===== src/rtl/instruction_loader.sv =====
// Boot-time instruction memory loader: packs a big-endian byte stream into
// 32-bit words and writes them at consecutive word addresses from BASE_ADDR.
module instruction_loader #(
    parameter int unsigned MEM_BYTES = 256,
    parameter int unsigned BASE_ADDR = 0,
    parameter int unsigned CNT_WIDTH = 7
) (
    input  logic                 clk,
    input  logic                 rst,
    input  logic                 start,
    input  logic [CNT_WIDTH-1:0] num_words,
    input  logic [7:0]           in_byte,
    input  logic                 in_valid,
    output logic                 in_ready,
    output logic                 mem_we,
    output logic [31:0]          mem_addr,
    output logic [31:0]          mem_wdata,
    output logic                 busy,
    output logic                 done,
    output logic                 error,
    output logic [CNT_WIDTH-1:0] words_written
);

    // Wide enough that BASE_ADDR + 4*num_words can never wrap.
    localparam int unsigned RW = CNT_WIDTH + 34;

    typedef enum logic [1:0] {
        S_IDLE,
        S_COLLECT,
        S_WRITE,
        S_DONE
    } state_t;

    state_t                 r_state;
    logic [1:0]             r_idx;
    logic [31:0]            r_word;
    logic [CNT_WIDTH-1:0]   r_num;
    logic [CNT_WIDTH-1:0]   r_words;
    logic                   r_in_ready;
    logic                   r_mem_we;
    logic [31:0]            r_mem_addr;
    logic [31:0]            r_mem_wdata;
    logic                   r_busy;
    logic                   r_done;
    logic                   r_error;

    logic [RW-1:0]          w_end;
    logic                   w_overflow;
    logic [31:0]            w_next_word;
    logic [CNT_WIDTH-1:0]   w_next_cnt;
    logic [31:0]            w_addr;
    logic                   w_accept;

    assign w_end       = RW'(BASE_ADDR) + (RW'(num_words) << 2);
    assign w_overflow  = w_end > RW'(MEM_BYTES);
    assign w_next_word = {r_word[23:0], in_byte};
    assign w_next_cnt  = r_words + CNT_WIDTH'(1);
    assign w_addr      = 32'(BASE_ADDR) + (32'(r_words) << 2);
    assign w_accept    = in_valid && r_in_ready;

    always_ff @(posedge clk) begin
        if (!rst) begin
            r_state     <= S_IDLE;
            r_idx       <= '0;
            r_word      <= '0;
            r_num       <= '0;
            r_words     <= '0;
            r_in_ready  <= 1'b0;
            r_mem_we    <= 1'b0;
            r_mem_addr  <= '0;
            r_mem_wdata <= '0;
            r_busy      <= 1'b0;
            r_done      <= 1'b0;
            r_error     <= 1'b0;
        end else begin
            r_mem_we <= 1'b0;
            r_done   <= 1'b0;
            case (r_state)
                S_IDLE: begin
                    if (start) begin
                        r_num   <= num_words;
                        r_words <= '0;
                        r_error <= 1'b0;
                        r_busy  <= 1'b1;
                        r_idx   <= '0;
                        if (num_words == '0) begin
                            r_state <= S_DONE;
                            r_done  <= 1'b1;
                        end else if (w_overflow) begin
                            r_error <= 1'b1;
                            r_state <= S_DONE;
                            r_done  <= 1'b1;
                        end else begin
                            r_state    <= S_COLLECT;
                            r_in_ready <= 1'b1;
                        end
                    end
                end
                S_COLLECT: begin
                    if (w_accept) begin
                        r_word <= w_next_word;
                        r_idx  <= r_idx + 2'd1;
                        if (r_idx == 2'd3) begin
                            r_state     <= S_WRITE;
                            r_in_ready  <= 1'b0;
                            r_mem_we    <= 1'b1;
                            r_mem_addr  <= w_addr;
                            r_mem_wdata <= w_next_word;
                        end
                    end
                end
                S_WRITE: begin
                    r_words <= w_next_cnt;
                    if (w_next_cnt == r_num) begin
                        r_state <= S_DONE;
                        r_done  <= 1'b1;
                    end else begin
                        r_state    <= S_COLLECT;
                        r_in_ready <= 1'b1;
                    end
                end
                S_DONE: begin
                    r_state <= S_IDLE;
                    r_busy  <= 1'b0;
                end
                default: r_state <= S_IDLE;
            endcase
        end
    end

    assign in_ready      = r_in_ready;
    assign mem_we        = r_mem_we;
    assign mem_addr      = r_mem_addr;
    assign mem_wdata     = r_mem_wdata;
    assign busy          = r_busy;
    assign done          = r_done;
    assign error         = r_error;
    assign words_written = r_words;

endmodule


===== config.mk =====
export PLATFORM = sky130hd
export DESIGN_NAME = instruction_loader
export DESIGN_NICKNAME = d
export VERILOG_FILES = /design/src/rtl/instruction_loader.sv
export SDC_FILE = /design/constraint.sdc
export NUM_CORES = 1
export LEC_CHECK = 0
export CAP_MARGIN = 20
export CORE_AREA = 2 2 72 142
export CTS_BUF_LIST = sky130_fd_sc_hd__clkbuf_8
export DETAILED_ROUTE_END_ITERATION = 6
export DIE_AREA = 0 0 74 144
export HOLD_SLACK_MARGIN = 0.12
export PLACE_DENSITY = 0.68
export SYNTH_ARGS = -nofsm -noshare
export SYNTH_HDL_FRONTEND = slang
export SYNTH_SLANG_ARGS = --single-unit

===== constraint.sdc =====
create_clock -name clk -period 1.82 [get_ports clk]
set_input_delay 0.455 -clock clk [delete_from_list [all_inputs] [get_ports clk]]
set_output_delay 0.455 -clock clk [all_outputs]
set_load 0.03 [all_outputs]

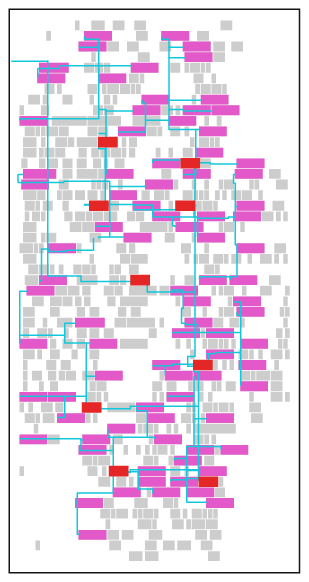
(images/clk_routes.png)
[clock drivers] red | count: 9
[flip-flops] magenta | count: 86
[clock wires] cyan | length: 1060 um
routed clock nets: 10
clk_lat worst skew: 0.37 ns
clk pwr: 1.32 mW
clock share of power: 35.9%
Clock Skews: 0.00777 ns

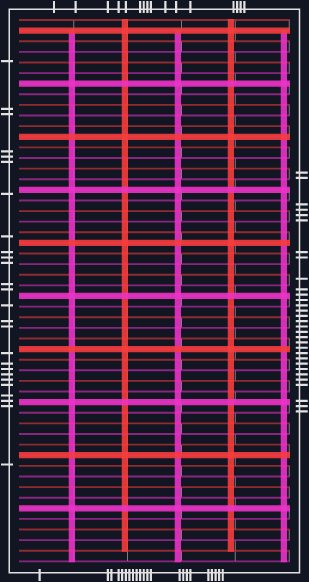
(images/power_grid.png)
Pins as bars on the die edge. Tap cells in gray.
| net | color |
|---|---|
| VDD | red |
| VSS | magenta |
signal pins: 95
met5 straps: 10
overall die height: 144 um
VDD IR-drop max: 0.510 mV
Die W: 74 um
core area: 0.00964 mm2

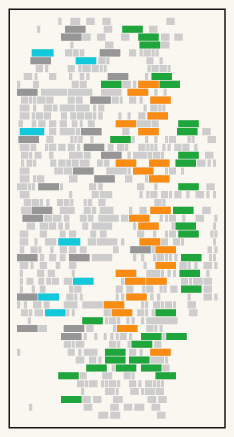
(images/flops_by_reg.png)
Other sequential cells in the stronger gray, the rest of the logic in the fainter gray.
| name in the netlist | color | placed flops |
|---|---|---|
| `r_word` | orange | 24 |
| `mem_wdata` | green | 32 |
| `words_written` | cyan | 7 |
not colored: 23
register area: 0.00173 mm2
final core occ: 50.1%
sequential cell power: 1.94 mW
sequential share of cell area: 35.8%

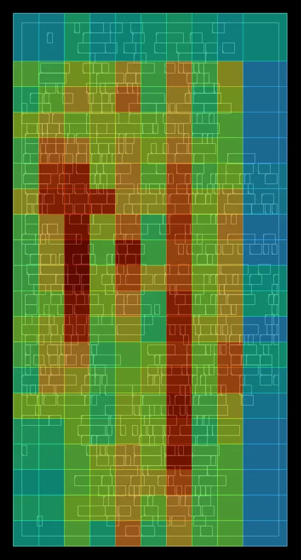
(images/congestion.png)
met1 Use GR: 17.1%
GR peak layer: met2
met3 Usage GRT: 4.67%
met2 Usage GRT: 32.5%

==> out/metrics.cfg <==
[setup_path]
r2r-end=in_ready
criticalPathCategory=flip-flop to flip-flop
cp.depth=6

[pwr]
maxPowerGroup=sequential cells
switchingPower_mw=0.975
finalPower_mw=3.68
p_comb_mw=0.416
seq_power_share_pct=52.8

[floorplanning]
nWellTaps=132

[clock_tree]
numCtsBuffers=9
cts.repair.resized=56
cts_setup_buffers=0

[yosys]
synth_area_leader_cell=dfxtp_1
synth_adder_area_share_pct=0.674
yosysWarnings=0
synth-edff-count=0
synth_top_flop_cell=dfxtp_1
topCellsByArea=dfxtp_1, nand2_1, a21boi_0
numSynthFlops=86
mux_area_share_pct=0.303
synthesis.area_mm2=0.00371

[finish]
final_common_cell=nand2_1
logic_area_mm2=0.00178
comb_cells=327

[global_routing]
grt_pass1_vias=2971
grt_overflow_total=0
antenna_found_initial=0
groute.usage.overall_pct=17.7

[routing]
drtAntennaViolNets=0
wire_per_inst_um=13.5

[placed_design]
port_buffers=69
gp_congestion=0.923

[timing]
slew_viol_final=0
fin_setup_tns_ns=0
finalCritPeriodShare_pct=95.6

[status]
outcome=complete, no violations

Power figures rest on the tool's default switching activity, not on a simulated workload.
